`config.mk`:
```
export PLATFORM = sky130hd
export DESIGN_NAME = weight_serializer
export DESIGN_NICKNAME = d
export VERILOG_FILES = /design/src/rtl/weight_serializer.sv
export SDC_FILE = /design/constraint.sdc
export NUM_CORES = 1
export LEC_CHECK = 0
export CORE_MARGIN = 2
export CORE_UTILIZATION = 60
export DETAILED_ROUTE_END_ITERATION = 10
export PLACE_DENSITY = 0.81
export SYNTH_ARGS = -nofsm -noshare
export SYNTH_HDL_FRONTEND = slang
export SYNTH_SLANG_ARGS = --single-unit
```
`constraint.sdc`:
```
create_clock -name clk -period 6.4 [get_ports clk]
set_input_delay 0.96 -clock clk [delete_from_list [all_inputs] [get_ports clk]]
set_output_delay 0.96 -clock clk [all_outputs]
set_load 0.03 [all_outputs]
```
`src/rtl/weight_serializer.sv`:
```
// Parallel-to-serial weight feeder: FIFO-buffered words shifted out one bit per clock with first/last framing.
// Optional build macro WSER_ZERO_SKIP_EN collapses all-zero words into a single-cycle zero frame.
module weight_serializer #(
  parameter int WEIGHT_WIDTH = 8,
  parameter int FIFO_DEPTH   = 4,
  parameter bit MSB_FIRST    = 1'b0
) (
  input  logic                            clk,
  input  logic                            reset,
  input  logic [WEIGHT_WIDTH-1:0]         w_data,
  input  logic                            w_valid,
  output logic                            w_ready,
  input  logic                            stall,
  output logic                            ser_bit,
  output logic                            ser_valid,
  output logic                            ser_first,
  output logic                            ser_last,
  output logic                            busy,
  output logic [$clog2(FIFO_DEPTH):0]     fifo_count
);

  localparam int AW = $clog2(FIFO_DEPTH);
  localparam int BW = (WEIGHT_WIDTH > 1) ? $clog2(WEIGHT_WIDTH) : 1;
  localparam logic [BW-1:0] BCNT_LAST = BW'(WEIGHT_WIDTH - 1);
  localparam logic [AW:0]   DEPTH_C   = (AW + 1)'(FIFO_DEPTH);

  typedef enum logic {IDLE, SHIFT} state_t;

  state_t                  state_q, state_d;
  logic [WEIGHT_WIDTH-1:0] mem [FIFO_DEPTH];
  logic [AW-1:0]           wr_ptr_q, rd_ptr_q;
  logic [AW:0]             count_q;
  logic [WEIGHT_WIDTH-1:0] sreg_q;
  logic [BW-1:0]           bcnt_q;
  logic                    first_q, last_q;
  logic [WEIGHT_WIDTH-1:0] head;
  logic                    fifo_ne, push, pop, last_bit, advance, load_zero;

  assign head     = mem[rd_ptr_q];
  assign w_ready  = (count_q < DEPTH_C);
  assign fifo_ne  = (count_q != '0);
  assign push     = w_valid & w_ready;
  assign last_bit = (state_q == SHIFT) && (bcnt_q == BCNT_LAST);
  assign pop      = fifo_ne & ~stall & ((state_q == IDLE) | last_bit);
  assign advance  = (state_q == SHIFT) & ~stall & ~last_bit;

`ifdef WSER_ZERO_SKIP_EN
  assign load_zero = (head == '0);
`else
  assign load_zero = 1'b0;
`endif

  // FIFO storage: data only, never reset
  always_ff @(posedge clk) begin
    if (push) mem[wr_ptr_q] <= w_data;
  end

  // Pointers wrap naturally because FIFO_DEPTH is a power of two
  always_ff @(posedge clk or negedge reset) begin
    if (!reset) begin
      wr_ptr_q <= '0;
      rd_ptr_q <= '0;
      count_q  <= '0;
    end else begin
      if (push) wr_ptr_q <= wr_ptr_q + 1'b1;
      if (pop)  rd_ptr_q <= rd_ptr_q + 1'b1;
      case ({push, pop})
        2'b10:   count_q <= count_q + 1'b1;
        2'b01:   count_q <= count_q - 1'b1;
        default: count_q <= count_q;
      endcase
    end
  end

  always_ff @(posedge clk or negedge reset) begin
    if (!reset) state_q <= IDLE;
    else        state_q <= state_d;
  end

  always_comb begin
    state_d = state_q;
    case (state_q)
      IDLE:    if (pop) state_d = SHIFT;
      SHIFT:   if (last_bit && !stall && !pop) state_d = IDLE;
      default: state_d = IDLE;
    endcase
  end

  // A zero word under skip loads with bcnt at its last value, so the
  // ordinary end-of-word path handles the 1-cycle frame.
  always_ff @(posedge clk or negedge reset) begin
    if (!reset) begin
      sreg_q  <= '0;
      bcnt_q  <= '0;
      first_q <= 1'b0;
      last_q  <= 1'b0;
    end else if (pop) begin
      sreg_q  <= head;
      first_q <= 1'b1;
      if (load_zero) begin
        bcnt_q <= BCNT_LAST;
        last_q <= 1'b1;
      end else begin
        bcnt_q <= '0;
        last_q <= (WEIGHT_WIDTH == 1);
      end
    end else if (advance) begin
      sreg_q  <= MSB_FIRST ? (sreg_q << 1) : (sreg_q >> 1);
      bcnt_q  <= bcnt_q + 1'b1;
      first_q <= 1'b0;
      last_q  <= ((bcnt_q + 1'b1) == BCNT_LAST);
    end else if ((state_q == SHIFT) && !stall) begin
      first_q <= 1'b0;
      last_q  <= 1'b0;
    end
  end

  always_comb begin
    ser_valid  = (state_q == SHIFT);
    ser_bit    = ser_valid & (MSB_FIRST ? sreg_q[WEIGHT_WIDTH-1] : sreg_q[0]);
    ser_first  = ser_valid & first_q;
    ser_last   = ser_valid & last_q;
    busy       = ser_valid | fifo_ne;
    fifo_count = count_q;
  end

endmodule

```
==> impl_metrics.env <==
# source this file to load flow results
export IMPL_avgViaCountPerCell=5.62
export IMPL_reg_largest_list="mem: 32 flops, sreg_q: 8 flops"
export IMPL_critical_path_top_delay_family="buffers and inverters"
export IMPL_nonClkBufAreaFrac=0.0773
export IMPL_yosys_area_mm2=0.00225
export IMPL_top_cells_by_area="edfxtp_1, dfrtp_1, mux4_2, ha_1, a21oi_1"
export IMPL_whs_path_depth=1
export IMPL_ys_flop_type="edfxtp_1"
export IMPL_cts_hold_buffers=0
export IMPL_nNonClkInverters=11
export IMPL_syn_area_mm2=0.00225
export IMPL_cts_resized=0
export IMPL_comb_area_um2=686
export IMPL_critical_path_buf_inv_count=1
export IMPL_grt_pass1_vias=1339
export IMPL_leakagePower_nw=0.980
export IMPL_final_max_slew_violation_count=0
export IMPL_placed_area_mm2=0.00247
export IMPL_worstSetupPathType="reg2out"
export IMPL_status="finished, final reports clean"
export IMPL_flops=53
export IMPL_maxCapViolCount=0
export IMPL_ys_sh_aoi=0.0623
export IMPL_warning_count=30
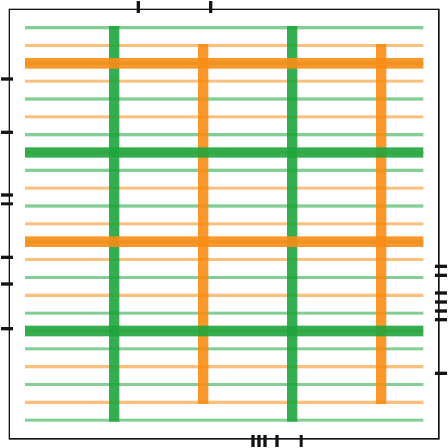
(images/pdn.png)
Pins as bars on the die edge.
colour	net
orange	VDD
green	VSS
met1 rails	23
rows	22
peak supply drop: 0.000327 V
Die Ht: 65.3 um
DIE WIDTH: 65.3 um

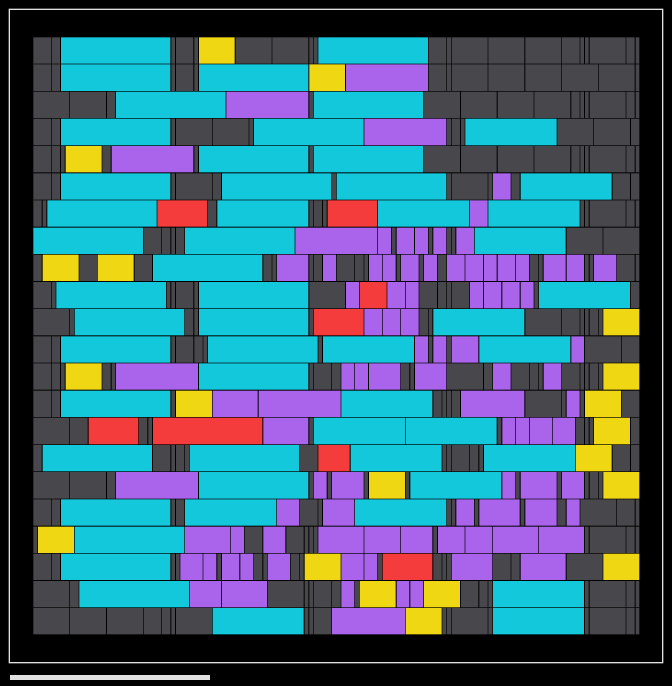
(images/cell_classes.png)
Bar = 20 um. Fill, decap, tap and diode cells in grey.
colour	class	cells	share of their area
purple	all other logic	93	29%
red	clock drivers and dummy loads	8	4.6%
yellow	other buffers and delay cells	20	7.9%
cyan	flip-flops	53	59%
core box area: 0.00363 mm^2
Rows: 22
fraction of area in registers: 0.574
Final Core Density: 0.712

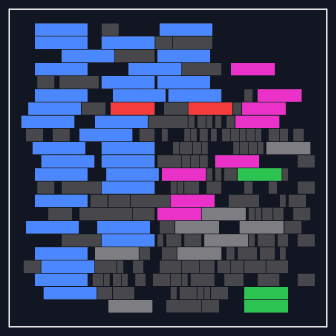
(images/registers.png)
colour	netlist name	sequential cells
red	`rd_ptr_q`	2
magenta	`sreg_q`	8
blue	`mem`	32
green	`bcnt_q`	3
seq pwr: 0.518 mW
Reg area: 0.00149 mm^2

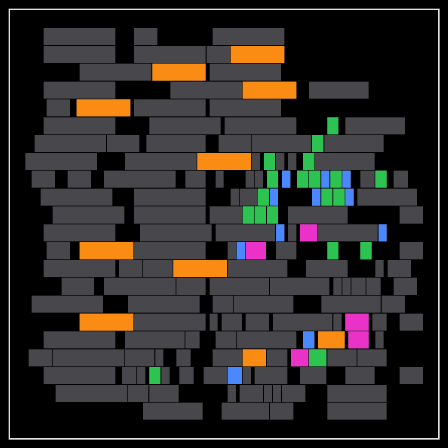
(images/gate_families.png)
colour	family	cells
orange	multiplexers	10
blue	NOR gates	11
green	inverting AOI/OAI gates	19
magenta	AND-OR and OR-AND gates	5
logic share of the area: 0.265
Commonest Layout Cell: edfxtp_1
final instance count without filler cells: 222

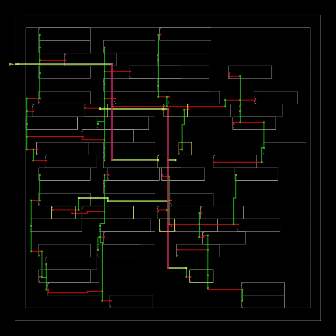
(images/final_clocks.png)
Power Clock: 0.222 mW
clk sink count: 53

No activity file was given, so power comes from the tool's default toggle rates.
